==> config.mk <==
export PLATFORM = sky130hd
export DESIGN_NAME = vp_key_arbiter
export DESIGN_NICKNAME = d
export VERILOG_FILES = /design/src/rtl/vp_key_arbiter.sv
export SDC_FILE = /design/constraint.sdc
export NUM_CORES = 1
export LEC_CHECK = 0
export ABC_AREA = 1
export CORE_UTILIZATION = 54
export CTS_CLUSTER_SIZE = 25
export DETAILED_ROUTE_END_ITERATION = 7
export PLACE_DENSITY = 0.76
export SETUP_SLACK_MARGIN = 0.4
export SLEW_MARGIN = 20
export SYNTH_ARGS = -nofsm -noshare
export SYNTH_HDL_FRONTEND = slang
export SYNTH_SLANG_ARGS = --single-unit
==> constraint.sdc <==
create_clock -name clk_sys -period 2.95 [get_ports clk_sys]
set_clock_uncertainty 0.1 [all_clocks]
set_input_delay 0.7375 -clock clk_sys [delete_from_list [all_inputs] [get_ports clk_sys]]
set_output_delay 0.7375 -clock clk_sys [all_outputs]
set_load 0.03 [all_outputs]
==> images/m2.png <==
Drawn at 4 px/um.
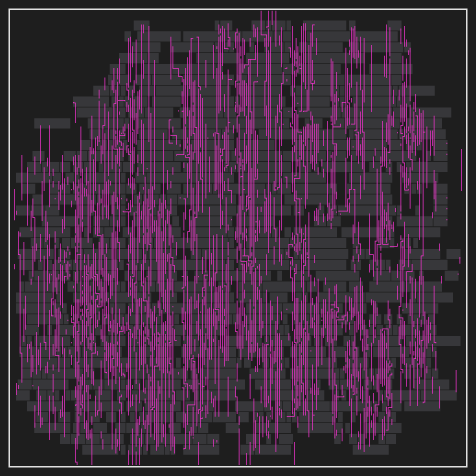
- nets with wire on the layer: 701
- wire length on this layer: 8310 um
- main direction: vertical
met2 Track Usage GR: 42.7%
DR vias: 5355
detailed-route wire length: 16100 um

==> images/route_heat.png <==
Drawn at 3 px/um. 23 x 23 tiles, from dark blue (low) to red (high), scaled to the fullest tile. Values are wire area over tile area, all layers added.
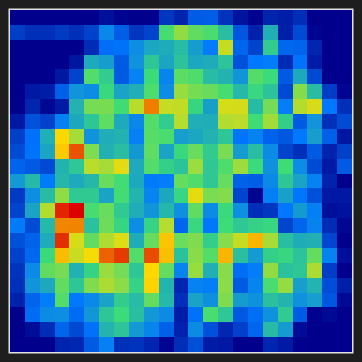
- nearly empty tiles: 12%
- fullest tile: 0.62
- mean over tiles: 0.20
- tiles over half the peak: 23%
- emptiest ninth of the die: upper left
WL/cell: 16.5 um
Global Route Usage Sum: 25.3%

==> images/m3.png <==
Drawn at 4 px/um.
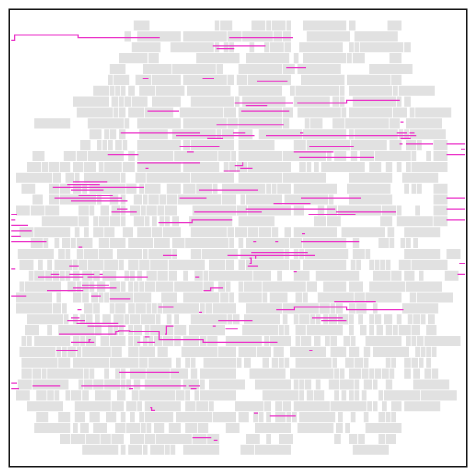
- share of all routed wire: 6.2%
- nets with wire on the layer: 89
- longest straight run: 37.3 um
- wire length on this layer: 995 um
grt met3 use: 7.23%

==> images/pinout.png <==
Drawn at 4 px/um. Pins as bars across the die edge, other pins in gray.
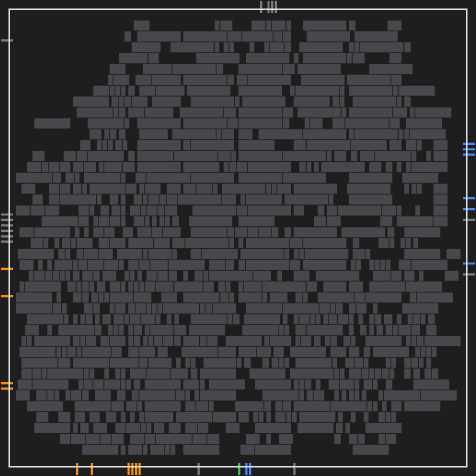
- green: reset (pins 1; direction input; edge bottom)
- blue: rx_ascii_o (pins 8; direction output; edge 6 right, 2 bottom)
- orange: joy_numpad_i (pins 10; direction input; edge 6 bottom, 4 left)
die height: 114 um
I/O Buffers: 33
die width: 114 um

==> flow_metrics.env <==
# source this file to load flow results
export IMPL_synth_flops=145
export IMPL_comb_cell_share_pct=30.1
export IMPL_start_kind="flip-flop"
export IMPL_report_final_setup_viol=7
export IMPL_clockBufferDepth=2
export IMPL_sh_seq_area_pct=44.3
export IMPL_max_cap_violations=0
export IMPL_finalClockPeriodUsage_pct=114
export IMPL_violations="negative setup slack"
export IMPL_top_usage_layer="met2"
export IMPL_compound_area_share_pct=9.14
export IMPL_cpLargestDelayFamily="simple AND/OR/NAND/NOR gates"
export IMPL_global_route_usage_met1_pct=30.1
export IMPL_clock_latency_ns=0.43
export IMPL_antenna_found_initial=0
export IMPL_cp_depth=24
export IMPL_fp_util_pct=56.0
export IMPL_tightest_slew_ns=0.821
export IMPL_seq_area_frac_synth_pct=58.9
export IMPL_cts_sinks=145
export IMPL_outcome="finished with violations"
export IMPL_combGateArea_sq_um=2710
export IMPL_worst_slack_ns=-0.409
export IMPL_clock_fmax_mhz=298
export IMPL_hold_depth=2
export IMPL_utilization_pct=74.4
export IMPL_powerDensity_nw_per_um2=721
export IMPL_wl_met1_um=6290
